--- src/rtl/nubus_sched_pkg.sv ---
// Shared types and defaults for the NuBus master-port scheduler.
package nubus_sched_pkg;

    // Scheduler FSM states.
    typedef enum logic [1:0] {
        S_IDLE  = 2'd0,
        S_ISSUE = 2'd1,
        S_DONE  = 2'd2
    } sched_state_t;

    // Default response timeout in cycles, and the read data returned on timeout.
    localparam int unsigned DEF_TIMEOUT  = 255;
    localparam logic [31:0] DEF_ERR_DATA = 32'hFFFF_FFFF;

endpackage

--- src/rtl/nubus_master_sched_if.sv ---
// Bus bundle between the two requesters, the scheduler and the nubus core.
//
// Handshake: a requester raises rX_valid with a stable payload and holds it
// until the scheduler pulses rX_ready for one cycle; rX_err and r_rdata are
// only meaningful in that cycle. Towards the core, mst_valid is held with a
// stable payload until the core returns mst_ready, or until the scheduler
// gives up after TIMEOUT cycles.
interface nubus_master_sched_if;
    logic        r0_valid, r1_valid;
    logic [31:0] r0_addr, r1_addr;
    logic [31:0] r0_wdata, r1_wdata;
    logic [3:0]  r0_wstrb, r1_wstrb;
    logic        r0_lock, r1_lock;
    logic        r0_ready, r1_ready;
    logic        r0_err, r1_err;
    logic [31:0] r_rdata;
    logic        mst_valid;
    logic [31:0] mst_addr, mst_wdata;
    logic [3:0]  mst_wstrb;
    logic        mst_lock;
    logic        mst_ready;
    logic [31:0] mst_rdata;
    logic        gnt;

    // Scheduler side.
    modport master (
        input  r0_valid, r1_valid, r0_addr, r1_addr, r0_wdata, r1_wdata,
               r0_wstrb, r1_wstrb, r0_lock, r1_lock, mst_ready, mst_rdata,
        output r0_ready, r1_ready, r0_err, r1_err, r_rdata, mst_valid,
               mst_addr, mst_wdata, mst_wstrb, mst_lock, gnt
    );

    // Requesters plus core side.
    modport slave (
        output r0_valid, r1_valid, r0_addr, r1_addr, r0_wdata, r1_wdata,
               r0_wstrb, r1_wstrb, r0_lock, r1_lock, mst_ready, mst_rdata,
        input  r0_ready, r1_ready, r0_err, r1_err, r_rdata, mst_valid,
               mst_addr, mst_wdata, mst_wstrb, mst_lock, gnt
    );
endinterface

--- src/rtl/nubus_rr_pick.sv ---
// Combinational two-way round-robin pick with lock override.
module nubus_rr_pick (
    input  logic v0,
    input  logic v1,
    input  logic gnt,
    input  logic lock_own,
    output logic grant,
    output logic idx
);
    // A held lock restricts eligibility to the last grantee; otherwise a tie
    // goes to whoever was not granted last.
    always_comb begin
        grant = 1'b0;
        idx   = gnt;
        if (lock_own) begin
            grant = gnt ? v1 : v0;
            idx   = gnt;
        end else if (v0 && v1) begin
            grant = 1'b1;
            idx   = ~gnt;
        end else if (v0) begin
            grant = 1'b1;
            idx   = 1'b0;
        end else if (v1) begin
            grant = 1'b1;
            idx   = 1'b1;
        end
    end
endmodule

--- src/rtl/nubus_master_sched.sv ---
// Shares the nubus master transaction port between CPU (0) and DMA (1).
// All state advances on the falling edge of nub_clkn.
module nubus_master_sched
    import nubus_sched_pkg::*;
#(
    parameter int unsigned TIMEOUT  = DEF_TIMEOUT,
    parameter int unsigned TO_W     = 8,
    parameter logic [31:0] ERR_DATA = DEF_ERR_DATA
) (
    input  logic                  nub_clkn,
    input  logic                  nub_resetn,
    nubus_master_sched_if.master  bus,
    output sched_state_t          state_dbg
);
    localparam logic [TO_W-1:0] CNT_LAST = TO_W'(TIMEOUT - 1);

    sched_state_t    state_q, state_d;
    logic [TO_W-1:0] cnt_q;
    logic            gnt_q, lock_own_q, err_q;
    logic [31:0]     rdata_q, addr_q, wdata_q;
    logic [3:0]      wstrb_q;
    logic            lock_q;
    logic            cur_lock, lock_eff, pick_grant, pick_idx;

    // The lock stays owned only while the owner keeps its lock input high;
    // a drop is seen in the same IDLE cycle that arbitrates.
    assign cur_lock = gnt_q ? bus.r1_lock : bus.r0_lock;
    assign lock_eff = lock_own_q && cur_lock;

    nubus_rr_pick u_pick (
        .v0       (bus.r0_valid),
        .v1       (bus.r1_valid),
        .gnt      (gnt_q),
        .lock_own (lock_eff),
        .grant    (pick_grant),
        .idx      (pick_idx)
    );

    // Next-state logic.
    always_comb begin
        state_d = state_q;
        case (state_q)
            S_IDLE:  if (pick_grant) state_d = S_ISSUE;
            S_ISSUE: if (bus.mst_ready || cnt_q == CNT_LAST) state_d = S_DONE;
            S_DONE:  state_d = S_IDLE;
            default: state_d = S_IDLE;
        endcase
    end

    // State register.
    always_ff @(negedge nub_clkn or negedge nub_resetn) begin
        if (!nub_resetn) state_q <= S_IDLE;
        else             state_q <= state_d;
    end

    // Grant, payload latch, timeout counter and response capture.
    always_ff @(negedge nub_clkn or negedge nub_resetn) begin
        if (!nub_resetn) begin
            gnt_q      <= 1'b1;
            lock_own_q <= 1'b0;
            cnt_q      <= '0;
            err_q      <= 1'b0;
            rdata_q    <= '0;
            addr_q     <= '0;
            wdata_q    <= '0;
            wstrb_q    <= '0;
            lock_q     <= 1'b0;
        end else begin
            case (state_q)
                S_IDLE: begin
                    if (lock_own_q && !cur_lock) lock_own_q <= 1'b0;
                    if (pick_grant) begin
                        gnt_q   <= pick_idx;
                        addr_q  <= pick_idx ? bus.r1_addr  : bus.r0_addr;
                        wdata_q <= pick_idx ? bus.r1_wdata : bus.r0_wdata;
                        wstrb_q <= pick_idx ? bus.r1_wstrb : bus.r0_wstrb;
                        lock_q  <= pick_idx ? bus.r1_lock  : bus.r0_lock;
                        cnt_q   <= '0;
                    end
                end
                S_ISSUE: begin
                    if (bus.mst_ready) begin
                        rdata_q <= bus.mst_rdata;
                        err_q   <= 1'b0;
                    end else if (cnt_q == CNT_LAST) begin
                        rdata_q <= ERR_DATA;
                        err_q   <= 1'b1;
                    end else begin
                        cnt_q <= cnt_q + 1'b1;
                    end
                end
                S_DONE: lock_own_q <= lock_q;
                default: ;
            endcase
        end
    end

    assign bus.mst_valid = (state_q == S_ISSUE);
    assign bus.mst_addr  = addr_q;
    assign bus.mst_wdata = wdata_q;
    assign bus.mst_wstrb = wstrb_q;
    assign bus.mst_lock  = lock_q;
    assign bus.r0_ready  = (state_q == S_DONE) && !gnt_q;
    assign bus.r1_ready  = (state_q == S_DONE) && gnt_q;
    assign bus.r0_err    = bus.r0_ready && err_q;
    assign bus.r1_err    = bus.r1_ready && err_q;
    assign bus.r_rdata   = rdata_q;
    assign bus.gnt       = gnt_q;
    assign state_dbg     = state_q;
endmodule

--- src/flat_wrapper.sv ---
// flat-port wrapper written by rule: the top's interface ports become plain ports
module nubus_master_sched_flat import nubus_sched_pkg::*;
#(
    parameter int unsigned TIMEOUT  = DEF_TIMEOUT,
    parameter int unsigned TO_W     = 8,
    parameter logic [31:0] ERR_DATA = DEF_ERR_DATA
)
  (nub_clkn, nub_resetn, state_dbg, bus_r0_valid, bus_r1_valid, bus_r0_addr, bus_r1_addr, bus_r0_wdata, bus_r1_wdata, bus_r0_wstrb, bus_r1_wstrb, bus_r0_lock, bus_r1_lock, bus_mst_ready, bus_mst_rdata, bus_r0_ready, bus_r1_ready, bus_r0_err, bus_r1_err, bus_r_rdata, bus_mst_valid, bus_mst_addr, bus_mst_wdata, bus_mst_wstrb, bus_mst_lock, bus_gnt);
  nubus_master_sched_if bus_i ();
  input  logic nub_clkn;
  input  logic nub_resetn;
  output sched_state_t state_dbg;
  input wire logic [$bits(bus_i.r0_valid)-1:0] bus_r0_valid;
  input wire logic [$bits(bus_i.r1_valid)-1:0] bus_r1_valid;
  input wire logic [$bits(bus_i.r0_addr)-1:0] bus_r0_addr;
  input wire logic [$bits(bus_i.r1_addr)-1:0] bus_r1_addr;
  input wire logic [$bits(bus_i.r0_wdata)-1:0] bus_r0_wdata;
  input wire logic [$bits(bus_i.r1_wdata)-1:0] bus_r1_wdata;
  input wire logic [$bits(bus_i.r0_wstrb)-1:0] bus_r0_wstrb;
  input wire logic [$bits(bus_i.r1_wstrb)-1:0] bus_r1_wstrb;
  input wire logic [$bits(bus_i.r0_lock)-1:0] bus_r0_lock;
  input wire logic [$bits(bus_i.r1_lock)-1:0] bus_r1_lock;
  input wire logic [$bits(bus_i.mst_ready)-1:0] bus_mst_ready;
  input wire logic [$bits(bus_i.mst_rdata)-1:0] bus_mst_rdata;
  output wire logic [$bits(bus_i.r0_ready)-1:0] bus_r0_ready;
  output wire logic [$bits(bus_i.r1_ready)-1:0] bus_r1_ready;
  output wire logic [$bits(bus_i.r0_err)-1:0] bus_r0_err;
  output wire logic [$bits(bus_i.r1_err)-1:0] bus_r1_err;
  output wire logic [$bits(bus_i.r_rdata)-1:0] bus_r_rdata;
  output wire logic [$bits(bus_i.mst_valid)-1:0] bus_mst_valid;
  output wire logic [$bits(bus_i.mst_addr)-1:0] bus_mst_addr;
  output wire logic [$bits(bus_i.mst_wdata)-1:0] bus_mst_wdata;
  output wire logic [$bits(bus_i.mst_wstrb)-1:0] bus_mst_wstrb;
  output wire logic [$bits(bus_i.mst_lock)-1:0] bus_mst_lock;
  output wire logic [$bits(bus_i.gnt)-1:0] bus_gnt;
  assign bus_i.r0_valid = bus_r0_valid;
  assign bus_i.r1_valid = bus_r1_valid;
  assign bus_i.r0_addr = bus_r0_addr;
  assign bus_i.r1_addr = bus_r1_addr;
  assign bus_i.r0_wdata = bus_r0_wdata;
  assign bus_i.r1_wdata = bus_r1_wdata;
  assign bus_i.r0_wstrb = bus_r0_wstrb;
  assign bus_i.r1_wstrb = bus_r1_wstrb;
  assign bus_i.r0_lock = bus_r0_lock;
  assign bus_i.r1_lock = bus_r1_lock;
  assign bus_i.mst_ready = bus_mst_ready;
  assign bus_i.mst_rdata = bus_mst_rdata;
  assign bus_r0_ready = bus_i.r0_ready;
  assign bus_r1_ready = bus_i.r1_ready;
  assign bus_r0_err = bus_i.r0_err;
  assign bus_r1_err = bus_i.r1_err;
  assign bus_r_rdata = bus_i.r_rdata;
  assign bus_mst_valid = bus_i.mst_valid;
  assign bus_mst_addr = bus_i.mst_addr;
  assign bus_mst_wdata = bus_i.mst_wdata;
  assign bus_mst_wstrb = bus_i.mst_wstrb;
  assign bus_mst_lock = bus_i.mst_lock;
  assign bus_gnt = bus_i.gnt;
  nubus_master_sched #(.TIMEOUT(TIMEOUT), .TO_W(TO_W), .ERR_DATA(ERR_DATA)) u_core (.nub_clkn(nub_clkn), .nub_resetn(nub_resetn), .bus(bus_i), .state_dbg(state_dbg));
endmodule
--- config.mk ---
export PLATFORM = sky130hd
export DESIGN_NAME = nubus_master_sched_flat
export DESIGN_NICKNAME = d
export VERILOG_FILES = /design/src/rtl/nubus_sched_pkg.sv /design/src/rtl/nubus_master_sched_if.sv /design/src/rtl/nubus_rr_pick.sv /design/src/rtl/nubus_master_sched.sv /design/src/flat_wrapper.sv
export SDC_FILE = /design/constraint.sdc
export NUM_CORES = 1
export LEC_CHECK = 0
export CORE_ASPECT_RATIO = 1.25
export CORE_MARGIN = 5
export CORE_UTILIZATION = 42
export DETAILED_ROUTE_END_ITERATION = 8
export PLACE_DENSITY = 0.86
export SYNTH_ARGS = -nofsm -noshare
export SYNTH_HDL_FRONTEND = slang
export SYNTH_SLANG_ARGS = --single-unit
export TNS_END_PERCENT = 1
--- constraint.sdc ---
create_clock -name nub_clkn -period 3.7 [get_ports nub_clkn]
set_input_delay 1.11 -clock nub_clkn [delete_from_list [all_inputs] [get_ports nub_clkn]]
set_output_delay 1.11 -clock nub_clkn [all_outputs]
set_load 0.01 [all_outputs]
==> results.toml <==
# flow metrics
[floorplan]
coreArea_um2 = 12000
core_util_floorplan_pct = 42.6
fp.dieW_um = 109
taps = 164

[global_route]
grt_max_degree = 51
met2_usage_pct = 47.4
grt_most_used_layer = "met2"
grt-ovfl-total = 0
grt_pass1_vias = 5606

[synth]
yosys.area_share.aoi_pct = 23.0
ys_cells = 455
synthDistinctLibCells = 36
avgSynthCellArea_um2 = 11.3
ys_seq_share_pct = 55.6
xor_share_pct = 0
fa_ha_area_share_pct = 0.488
ys_top_cells_by_area = "dfrtn_1 55%, mux2i_1 14%, o21ai_0 13%"
synthFlopType = "dfrtn_1"
ys_area_um2 = 5130
yosysMostFrequentCell = "o21ai_0"
yosys_warnings = 0
top_cell_area_share_pct = 55.1
top_cells_by_count = "130 x o21ai_0, 113 x dfrtn_1, 70 x mux2i_1, 32 x o22a_1, 18 x buf_2"
synthArstFlopShare_pct = 100

[clocking]
holdBufCountCts = 0
cts_resized = 570
clock_latency_ns = 0.43
cts_tree = "yes"
clkTransAtPathRegs_ns = 0.04

[detailed_routing]
vias_per_cell = 5.47
drt-met1-wl_um = 7160
drt-total-wl_um = 19700
top_layer_used = "met4"
drtIter0Drc = 233
dr_wl_met2_um = 10400

[place]
gp_congestion = 0.846
pre_cts_slack_ns = -1.14
dp_hpwl_um = 13100
placedCellCount = 893
place_area_um2 = 8340

[power_and_ir_drop]
comb_cell_power_mw = 3.85
power_leader = "combinational cells"
clk-power_mw = 1.82
p_clk_share_pct = 22.9
combinationalPowerShare_pct = 48.4
p_seq_mw = 2.28

[worst_setup_path]
r2r_slack_ns = 1.51
r2r-end = "u_core.bus.mst_addr[18]"
crit_top_cell = "nor2b_4"
critPathLaunch = "u_core.state_dbg[1]"
cp.required_ns = 2.59
r2r_cells = 9
start_kind = "flip-flop"
setup.worst_path.end = "bus_r0_err"
critPathCaptureType = "output port"

[flow_run]
openroad.warnings = 31

[final_layout]
clock_buffer_count = 20
seq-cell-share_pct = 30.8
layout.area.comb_um2 = 2230
layout.cells.non_filler = 945
comb_share_pct = 24.1
buffers = 331
diodes = 0
clkCellAreaFrac_pct = 7.16
finalNetCount = 945
flop_area_um2 = 2850
layout-drive-gt1-share_pct = 28.3
seq_cells = 114
design_area_um2 = 9280
num-multi-input-gates = 300
largest_cell_class = "non-clock buffers"

[timing]
holdWs_ns = 0.432
worst_pin_slew_ns = 0.404
setup-violations-final = 186
finalHoldViolations = 0
worst_slack_ns = -0.664
fin_setup_tns_ns = -56.45
slew_viol_final = 0

[status]
violations = "negative setup slack"
status = "finished with violations"

[worst_hold_path]
hold_path_end = "u_core.bus.r_rdata[25]"
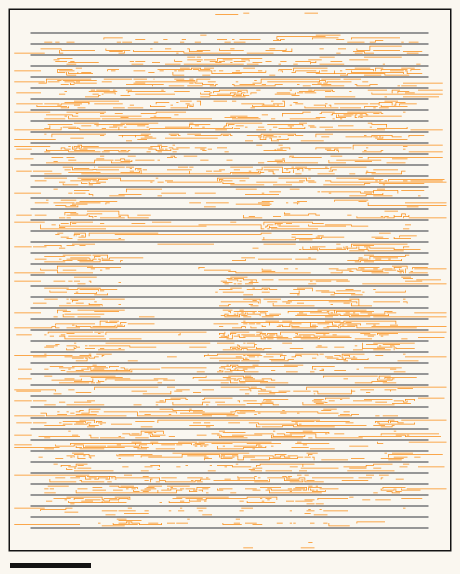
(images/met1.png)
Bar = 20 um. Supply wires on this layer in grey.
main direction: horizontal
share of all routed wire: 36%

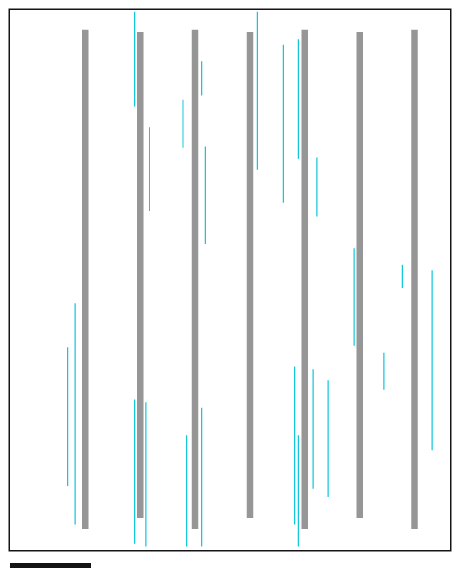
(images/met4.png)
Bar = 20 um. Supply wires on this layer in grey.
wire length on this layer: 634 um
share of all routed wire: 3.2%
nets with wire on the layer: 20
longest straight run: 54.4 um
main direction: vertical

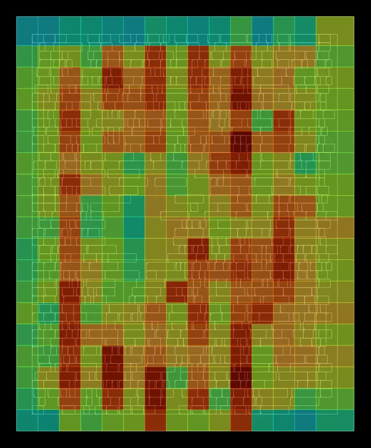
(images/final_congestion.png)
met1 Use GR: 30.3%
GR Util met3: 7.61%

